### Placement by cell class, run 1

Drawn at 4 px/um.
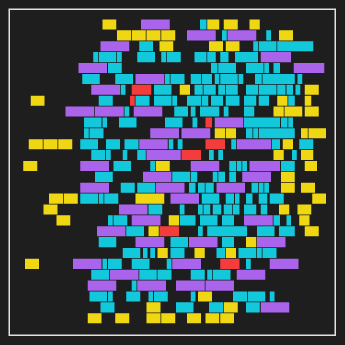
### Signal wires on met1, run 1

Drawn at 6 px/um.
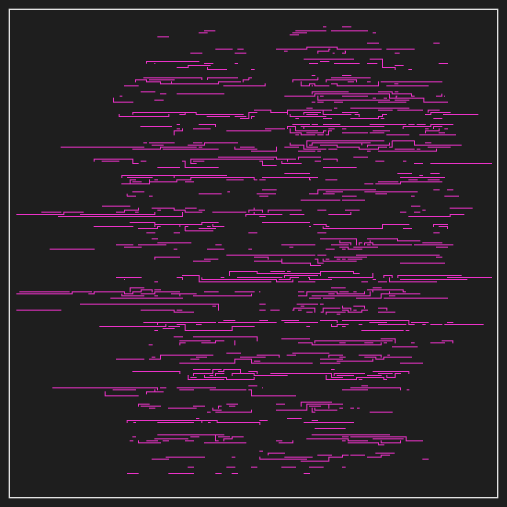
### Sizing map, run 1

Drawn at 4 px/um.
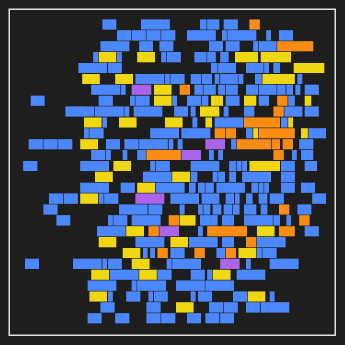
**src/rtl/correlation_stream_gen.sv**
```systemverilog
// correlation_stream_gen
//   Serializes pairs of parallel words MSB-first onto two aligned bit lanes
//   for the serial cross-correlator, and tracks the running ones-balance
//   (x ones minus y ones) of the emitted stream with the correlator's
//   one-cycle lag.
//
// Ports
//   clk, reset     : rising-edge clock, synchronous active-high reset
//   valid_i        : word pair offered (accepted when ready_o is high)
//   x_word_i       : x-lane word
//   y_word_i       : y-lane word
//   ready_o        : block is IDLE and can accept a word pair
//   sig_x_o/_y_o   : serial lane bits
//   sig_vld_o      : lanes carry a live bit
//   done_o         : pulse with the last bit of a word
//   balance_o      : signed running (x ones - y ones) for the current word
//   balance_nz_o   : balance_o is non-zero
module correlation_stream_gen #(
    parameter int unsigned WIDTH    = 16,
    parameter int unsigned IDLE_GAP = 0,
    parameter int unsigned BAL_W    = $clog2(WIDTH + 1) + 1
) (
    input  logic             clk,
    input  logic             reset,
    input  logic             valid_i,
    input  logic [WIDTH-1:0] x_word_i,
    input  logic [WIDTH-1:0] y_word_i,
    output logic             ready_o,
    output logic             sig_x_o,
    output logic             sig_y_o,
    output logic             sig_vld_o,
    output logic             done_o,
    output logic [BAL_W-1:0] balance_o,
    output logic             balance_nz_o
);

    localparam int unsigned CNT_W = $clog2(WIDTH);
    localparam int unsigned GAP_W = (IDLE_GAP > 1) ? $clog2(IDLE_GAP) : 1;
    localparam logic [CNT_W-1:0] LAST_CNT = CNT_W'(WIDTH - 1);
    localparam logic [CNT_W-1:0] PRE_LAST = CNT_W'(WIDTH - 2);
    localparam logic [GAP_W-1:0] GAP_LAST = GAP_W'((IDLE_GAP > 0) ? IDLE_GAP - 1 : 0);

    typedef enum logic [1:0] {S_IDLE, S_SHIFT, S_GAP} state_t;

    state_t           state_q;
    logic [WIDTH-1:0] x_sh_q;
    logic [WIDTH-1:0] y_sh_q;
    logic [CNT_W-1:0] cnt_q;
    logic [GAP_W-1:0] gap_q;
    logic             sig_x_q;
    logic             sig_y_q;
    logic             sig_vld_q;
    logic             done_q;
    logic [BAL_W-1:0] balance_q;
    logic [BAL_W-1:0] balance_d;

    // Balance follows the bit currently on the lanes, so it lags the
    // emitted stream by one cycle exactly like the correlator's count.
    always_comb begin
        balance_d = balance_q + BAL_W'(sig_x_q) - BAL_W'(sig_y_q);
    end

    always_ff @(posedge clk) begin
        if (reset) begin
            state_q   <= S_IDLE;
            x_sh_q    <= '0;
            y_sh_q    <= '0;
            cnt_q     <= '0;
            gap_q     <= '0;
            sig_x_q   <= 1'b0;
            sig_y_q   <= 1'b0;
            sig_vld_q <= 1'b0;
            done_q    <= 1'b0;
            balance_q <= '0;
        end else begin
            case (state_q)
                S_IDLE: begin
                    if (valid_i) begin
                        // The MSB goes straight to the output register;
                        // the shift registers hold the remaining bits.
                        state_q   <= S_SHIFT;
                        sig_x_q   <= x_word_i[WIDTH-1];
                        sig_y_q   <= y_word_i[WIDTH-1];
                        x_sh_q    <= {x_word_i[WIDTH-2:0], 1'b0};
                        y_sh_q    <= {y_word_i[WIDTH-2:0], 1'b0};
                        sig_vld_q <= 1'b1;
                        done_q    <= 1'b0;
                        cnt_q     <= '0;
                        balance_q <= '0;
                    end
                end
                S_SHIFT: begin
                    balance_q <= balance_d;
                    if (cnt_q == LAST_CNT) begin
                        sig_x_q   <= 1'b0;
                        sig_y_q   <= 1'b0;
                        sig_vld_q <= 1'b0;
                        done_q    <= 1'b0;
                        gap_q     <= '0;
                        state_q   <= (IDLE_GAP > 0) ? S_GAP : S_IDLE;
                    end else begin
                        sig_x_q <= x_sh_q[WIDTH-1];
                        sig_y_q <= y_sh_q[WIDTH-1];
                        x_sh_q  <= {x_sh_q[WIDTH-2:0], 1'b0};
                        y_sh_q  <= {y_sh_q[WIDTH-2:0], 1'b0};
                        cnt_q   <= cnt_q + 1'b1;
                        done_q  <= (cnt_q == PRE_LAST);
                    end
                end
                S_GAP: begin
                    if (gap_q == GAP_LAST) begin
                        state_q <= S_IDLE;
                    end else begin
                        gap_q <= gap_q + 1'b1;
                    end
                end
                default: state_q <= S_IDLE;
            endcase
        end
    end

    assign ready_o      = (state_q == S_IDLE);
    assign sig_x_o      = sig_x_q;
    assign sig_y_o      = sig_y_q;
    assign sig_vld_o    = sig_vld_q;
    assign done_o       = done_q;
    assign balance_o    = balance_q;
    assign balance_nz_o = |balance_q;

endmodule

```
**config.mk**
```make
export PLATFORM = sky130hd
export DESIGN_NAME = correlation_stream_gen
export DESIGN_NICKNAME = d
export VERILOG_FILES = /design/src/rtl/correlation_stream_gen.sv
export SDC_FILE = /design/constraint.sdc
export NUM_CORES = 1
export LEC_CHECK = 0
export ABC_AREA = 0
export CAP_MARGIN = 30
export CORE_MARGIN = 2
export CORE_UTILIZATION = 40
export DETAILED_ROUTE_END_ITERATION = 8
export GPL_ROUTABILITY_DRIVEN = 0
export PLACE_DENSITY = 0.73
export SYNTH_ARGS = -nofsm -noshare
export SYNTH_HDL_FRONTEND = slang
export SYNTH_SLANG_ARGS = --single-unit
```
**constraint.sdc**
```tcl
create_clock -name clk -period 1.6 [get_ports clk]
set_input_delay 0.24 -clock clk [delete_from_list [all_inputs] [get_ports clk]]
set_output_delay 0.24 -clock clk [all_outputs]
set_load 0.02 [all_outputs]
```
==> flow_metrics.rpt, run 1 <==
==== FLOW RESULTS ====
----------------------------------------------------
[Status]
  Result of the run ........................ finished with violations
  Violations in the final reports ........................ setup timing

[Floorplan]
  Fraction of the core area occupied by cells at floorplan ........................ 0.407
  Chip Width ........................ 81.2 um
  Top Ports ........................ 47
  Height of the die ........................ 81.2 um

[Clocking]
  Post-CTS repair timing setup buffer count ........................ 1
  Maximum buffer depth of the clock tree ........................ 2
  Clock tree from TritonCTS ........................ done
  Level count of the clock H-tree ........................ 2
  Number of buffers created by CTS ........................ 5
  Clock network latency to the later pin of the worst-skew pair ........................ 0.29 ns
  Clock input transition at the sequential cells of the worst setup and hold paths ........................ 0.08 ns
  Sink Count ........................ 44
  Cts repair resizes ........................ 5

[Global routing]
  Antenna violations before repair ........................ 0
  Largest net degree at the start of global routing ........................ 28
  Aggregate global-route resource usage ........................ 0.165
  Vias in the first global route ........................ 1907
  Met3 layer usage reported by global route ........................ 0.0367
  Global-route wire length before repair ........................ 8490 um

[Drt]
  Wire length on met1 ........................ 2360 um
  Highest routing layer actually used ........................ met4
  Count of nets left with antenna violations after detail routing ........................ 0
  Routed wl met3 ........................ 198 um

[Synthesis]
  Cell count after synthesis ........................ 239
  Yosys reg bits ........................ 44
  Yosys stat area ........................ 2380 um2
  Share of the synthesized area in the top cell type ........................ 0.370
  Post-synth net total ........................ 285
  Most used DFF post-synth ........................ dfxtp_1
  Most popular library cell in the synthesized design by count ........................ dfxtp_1
  Async set-reset flop share out of synthesis ........................ 0
  Unique cell type count in the Yosys netlist ........................ 34
  Sequential cell area fraction in the yosys report ........................ 0.370
  Most area-consuming cells after synthesis ........................ dfxtp_1, a211oi_2, mux2i_1
  Yosys warning tally ........................ 0
  Ys cells ........................ 239
  Top cells by count ........................ dfxtp_1, nor2_1, mux2i_1, a211oi_2, a21oi_1

[Critical path]
  Startpoint of the worst-slack reg-to-reg timing path ........................ balance_o[0]
  Critical Path Fanout Max ........................ 2
  Crit Reg-Reg Endpoint ........................ balance_o[4]
  Arrival time reported for the critical path endpoint ........................ 1.91 ns
  Stage delay of the slowest cell on the critical path ........................ 0.36 ns
  Cell family with the largest share of critical-path delay ........................ adder cells
  Crit path top cell by count ........................ ha_4
  Slowest stage cell, crit path ........................ dfxtp_4
  Critical path buffers and inverters ........................ 2
  Critical Path, Cell by Cell ........................ inv_4 > ha_4 > inv_2 > ha_4 > fa_2 > a21oi_2 > o21bai_1 > mux2i_1 > o41ai_1
  Start-to-end type of the worst setup path ........................ register to register
  CP required ........................ 1.77 ns
  Reg2reg path depth ........................ 9

[Timing]
  Number of setup violations in the final report ........................ 4
  Share of the clock period used by the worst path after layout ........................ 1.09
  RSZ-0062 raised after global routing ........................ true
  Max-slew headroom at the worst pin ........................ 0.749
  Clock skew ........................ 0.00519 ns
  Min Tclk post-route ........................ 1.74 ns
  Slew at the pin closest to its max-slew limit ........................ 0.376 ns
  Final setup margin ........................ -0.145 ns
  Minimum hold slack ........................ 0.282 ns

[Power and ir drop]
  Total power of the final layout ........................ 0.00258 W
  Leakage power figure ........................ 1.22 nW
  Worst-case vdd ir drop ........................ 0.350 mV
  Cell area power density ........................ 837 nW/um2

[Worst hold path]
  Startpoint of the tightest hold check path ........................ reset
  Hold/Removal Path Class ........................ input pin to register
  Worst Hold Path EP ........................ balance_o[2]
  Hold Crit Depth ........................ 2

[Finish]
  Fin nets ........................ 337
  Share of post-route cells with drive strength above 1 ........................ 0.247
  Antenna diode count ........................ 0
  FILL cells ........................ 539

[Flow run]
  Count of tool warnings ........................ 31
  MaxCap Viol Count ........................ 0

[Placed design]
  Post-detailed-placement half-perimeter wirelength ........................ 3520 um

----------------------------------------------------
Notes on 'Placement by cell class' above:
| color | class | cells | share of their area |
|---|---|---|---|
| red | clock drivers and dummy loads | 7 | 2.6% |
| cyan | all other logic | 177 | 48% |
| yellow | other buffers and delay cells | 63 | 20% |
| purple | flops | 44 | 30% |
placeable core region: 5850 um2
register share of the cell area: 0.289
cell area after layout: 3080 um2
Util after Layout: 0.527
number of rows in the core area: 28

Notes on 'Signal wires on met1' above:
nets with wire on the layer: 296
longest straight run: 23.0 um
share of all routed wire: 47%
wire length on this layer: 2360 um
sum of routed wire length over all layers: 4980 um
met1 Resource Use GR: 0.210
routed vias: 1873

Notes on 'Sizing map' above:
| color | size | cells |
|---|---|---|
| yellow | drive 2 | 42 |
| orange | drive 3 to 4 | 24 |
| blue | drive 1 or less | 219 |
| purple | drive 6 and up | 6 |
final setup margin: -0.145 ns
area grow syn2layout: 29.4%
non-clock buffer instance count of the final layout: 63

## run 1: report_power, final
part,internal (W),total [W],switching [W],leakage [nW]
registers,0.00118,0.00124,0.0000543,0.366
logic,0.000341,0.000678,0.000336,0.817
clock network,0.000298,0.000665,0.000368,0.0410
## run 1: stage by stage
stage / worst slack, ns / area (um2) / cells / setup TNS [ns]
final: -0.145 / 3080 / 366 / -0.297
after global routing: -0.208 / 3080 / 366 / -0.617
after CTS: -0.136 / 3050 / 365 / -0.221
after detailed placement: -0.152 / 2960 / 357 / -2.87
after global placement: -0.108 / 2960 / 357 / -1.79
after floorplan: -0.132 / 2420 / 239 / -0.172
## run 1: how the worst max path moves through the flow
| stage | from | slack, ns | depth (start not counted) | to |
|---|---|---|---|---|
| 2_1_floorplan | balance_o[0] | -0.13 | 9 | balance_o[4] |
| 3_3_place_gp | balance_o[0] | -0.11 | 9 | balance_o[4] |
| 3_5_place_dp | balance_o[0] | -0.15 | 9 | balance_o[4] |
| 4_1_cts | balance_o[0] | -0.14 | 9 | balance_o[4] |
| 5_1_grt | balance_o[0] | -0.21 | 9 | balance_o[4] |
| 6_report | balance_o[0] | -0.14 | 9 | balance_o[4] |
## run 1: logic make-up (layout without fill, tap and decap cells)
family	Yosys count	in the layout	share of synthesized area
buf+inv	28	80	0.0725
flops	44	44	0.370
mux	33	33	0.139
compound gates	48	48	0.208
xor+xnor	2	2	0.00736
fa+ha+maj	11	11	0.0610
simple gates	73	73	0.142
## run 1: final cells by class
class                      count  area [um2]  share of cell area
inverter                      10        40.0              0.0130
timing repair buffer          63         592               0.192
multi-input combinational    167        1390               0.450
clock inverter                 1        5.00             0.00162
sequential                    44         892               0.289
tap                           75        93.8              0.0305
clock buffer                   6        72.6              0.0235
### Routing congestion map, run 1

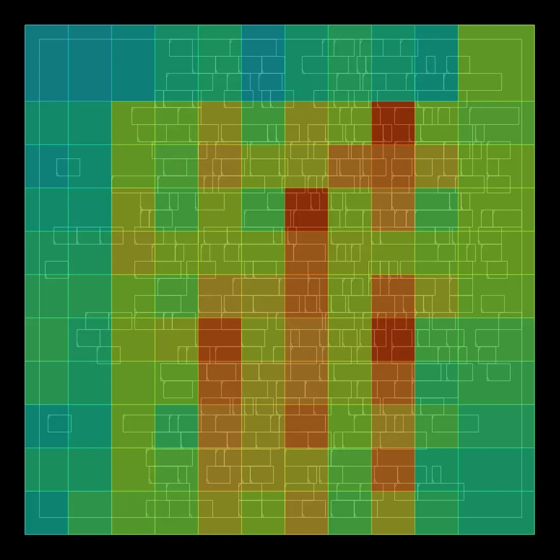

==> run 2: changes to the inputs <==
- MAX_ROUTING_LAYER: not set -> met4
- SLEW_MARGIN: not set -> 20
### Routing congestion map, run 2

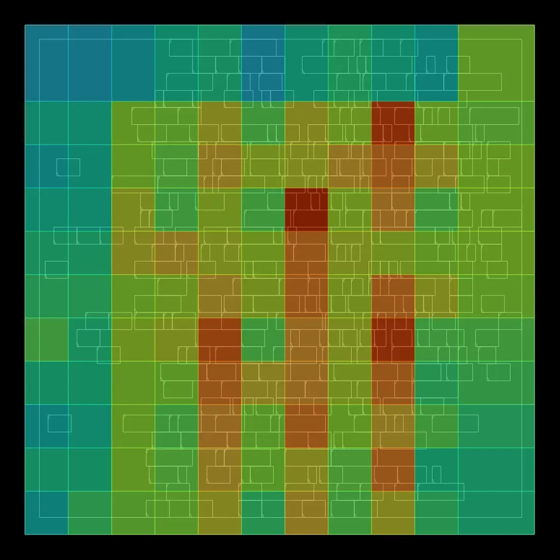
met3 layer usage reported by global route: 0.0356
GR Layer Usage met2: 0.271
GRT Max-Usage Layer: met2

### Signal wires on met1, run 2

Drawn at 6 px/um.
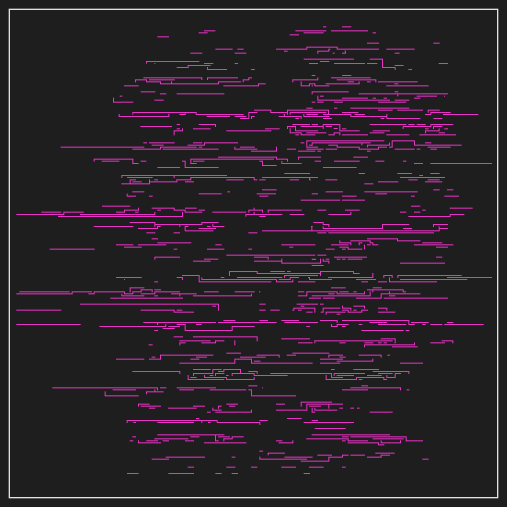
share of all routed wire: 47%
longest straight run: 29.4 um
sum of routed wire length over all layers: 4950 um
routed vias: 1866
met1 Resource Use GR: 0.211

==> run 2 against run 1 <==
Net effect:
- the flow still finishes with violations (setup timing)
- design area did not move
- clock skew barely moved
- synthesized cell count did not move
- critical endpoint unchanged
==> flow_metrics.rpt, run 2 <==
==== FLOW RESULTS ====
----------------------------------------------------
[Clocking]
  Clock input transition at the sequential cells of the worst setup and hold paths ........................ 0.08 ns
  Clock tree from TritonCTS ........................ done
  Clock network latency to the later pin of the worst-skew pair ........................ 0.29 ns
  Sink Count ........................ 44
  Number of buffers created by CTS ........................ 5
  Maximum buffer depth of the clock tree ........................ 2
  Level count of the clock H-tree ........................ 2

[Power and ir drop]
  Internal cell power ........................ 0.00182 W
  Leakage power figure ........................ 1.22 nW
  Cell area power density ........................ 837 nW/um2
  Flop pwr share ........................ 0.479
  Fraction of power consumed by combinational cells ........................ 0.263
  Total power of the final layout ........................ 0.00258 W

[Placed design]
  Placement Cell Area ........................ 2960 um2

[Flow run]
  MaxCap Viol Count ........................ 0

[Finish]
  Fin nets ........................ 337
  Cell area after layout ........................ 3080 um2
  Area grow syn2layout ........................ 29.4%
  Share of post-route cells with drive strength above 1 ........................ 0.247
  Antenna diode count ........................ 0
  Non-filler instance count after layout ........................ 366

[Global routing]
  Antenna violations before repair ........................ 0
  Vias in the first global route ........................ 1907
  Aggregate global-route resource usage ........................ 0.170
  Largest net degree at the start of global routing ........................ 28

[Worst hold path]
  Hold/Removal Path Class ........................ input pin to register

[Timing]
  Number of setup violations in the final report ........................ 4
  Slew at the pin closest to its max-slew limit ........................ 0.376 ns
  Min Tclk post-route ........................ 1.75 ns
  RSZ-0062 raised after global routing ........................ true
  Final setup margin ........................ -0.150 ns
  Share of the clock period used by the worst path after layout ........................ 1.09

[Floorplan]
  Fraction of the core area occupied by cells at floorplan ........................ 0.407
  Chip Width ........................ 81.2 um

[Synthesis]
  Yosys warning tally ........................ 0
  Most area-consuming cells after synthesis ........................ dfxtp_1, a211oi_2, mux2i_1
  Async set-reset flop share out of synthesis ........................ 0
  Most used DFF post-synth ........................ dfxtp_1

[Critical path]
  Start-to-end type of the worst setup path ........................ register to register
  Critical Path Fanout Max ........................ 2

[Status]
  Violations in the final reports ........................ setup timing
  Result of the run ........................ finished with violations

----------------------------------------------------
## run 2: cell counts after synthesis
No cell type changed its count.
## run 2: cell type report
type                       instances  area (um2)
tap                               75        93.8
clock inverter                     1        5.00
sequential                        44         892
multi-input combinational        167        1390
timing repair buffer              63         592
clock buffer                       6        72.6
fill                             539        2770
inverter                          10        40.0
## run 2: layer usage
metal	GRT usage	vias to the layer above	part of all wire	wire length [um]
met5	-	-	0	0
met4	0.0661	0	0.016	78
met3	0.0356	6	0.041	201
met2	0.271	40	0.48	2360
met1	0.211	865	0.47	2320
li1	-	955	-	-
## run 2: kinds of logic after synthesis
group / share of synthesized area
simple gates: 0.142
mux: 0.139
xor+xnor: 0.00736
buf+inv: 0.0725
compound gates: 0.208
fa+ha+maj: 0.0610
flops: 0.370
## run 2: final timing paths
check / cells past startpoint / slack (ns) / start / to
setup / recovery: 9 / -0.15 / balance_o[0] / balance_o[4]
setup reg to reg: 9 / -0.15 / balance_o[0] / balance_o[4]
hold reg to reg: 2 / 0.47 / done_o / done_o
hold / removal: 2 / 0.28 / reset / balance_o[2]
## run 2: worst max-delay path, cell delays in order, from the launching register on
cell and delay [ns]:
dfxtp_4 0.36, inv_4 0.04, ha_4 0.25, inv_2 0.03, ha_4 0.15, fa_2 0.35
a21oi_2 0.12, o21bai_1 0.08, mux2i_1 0.16, o41ai_1 0.09
## run 2: power groups by stage
stage	clock [W]	sequential (W)	combinational, W
after floorplan	0	0.00127	0.000443
after global placement	0	0.00126	0.000661
after detailed placement	0	0.00126	0.000673
after CTS	0.000695	0.00124	0.000667
after global routing	0.000733	0.00125	0.000751
final	0.000665	0.00124	0.000677
## run 2: repair_timing
action | in CTS | in global routing
endpoints found under the setup margin | 8 | 25
resized | 5 | 9
buffers inserted | 1 | 1
pin swaps | 2 | 4
Power figures rest on the tool's default switching activity, not on a simulated workload.
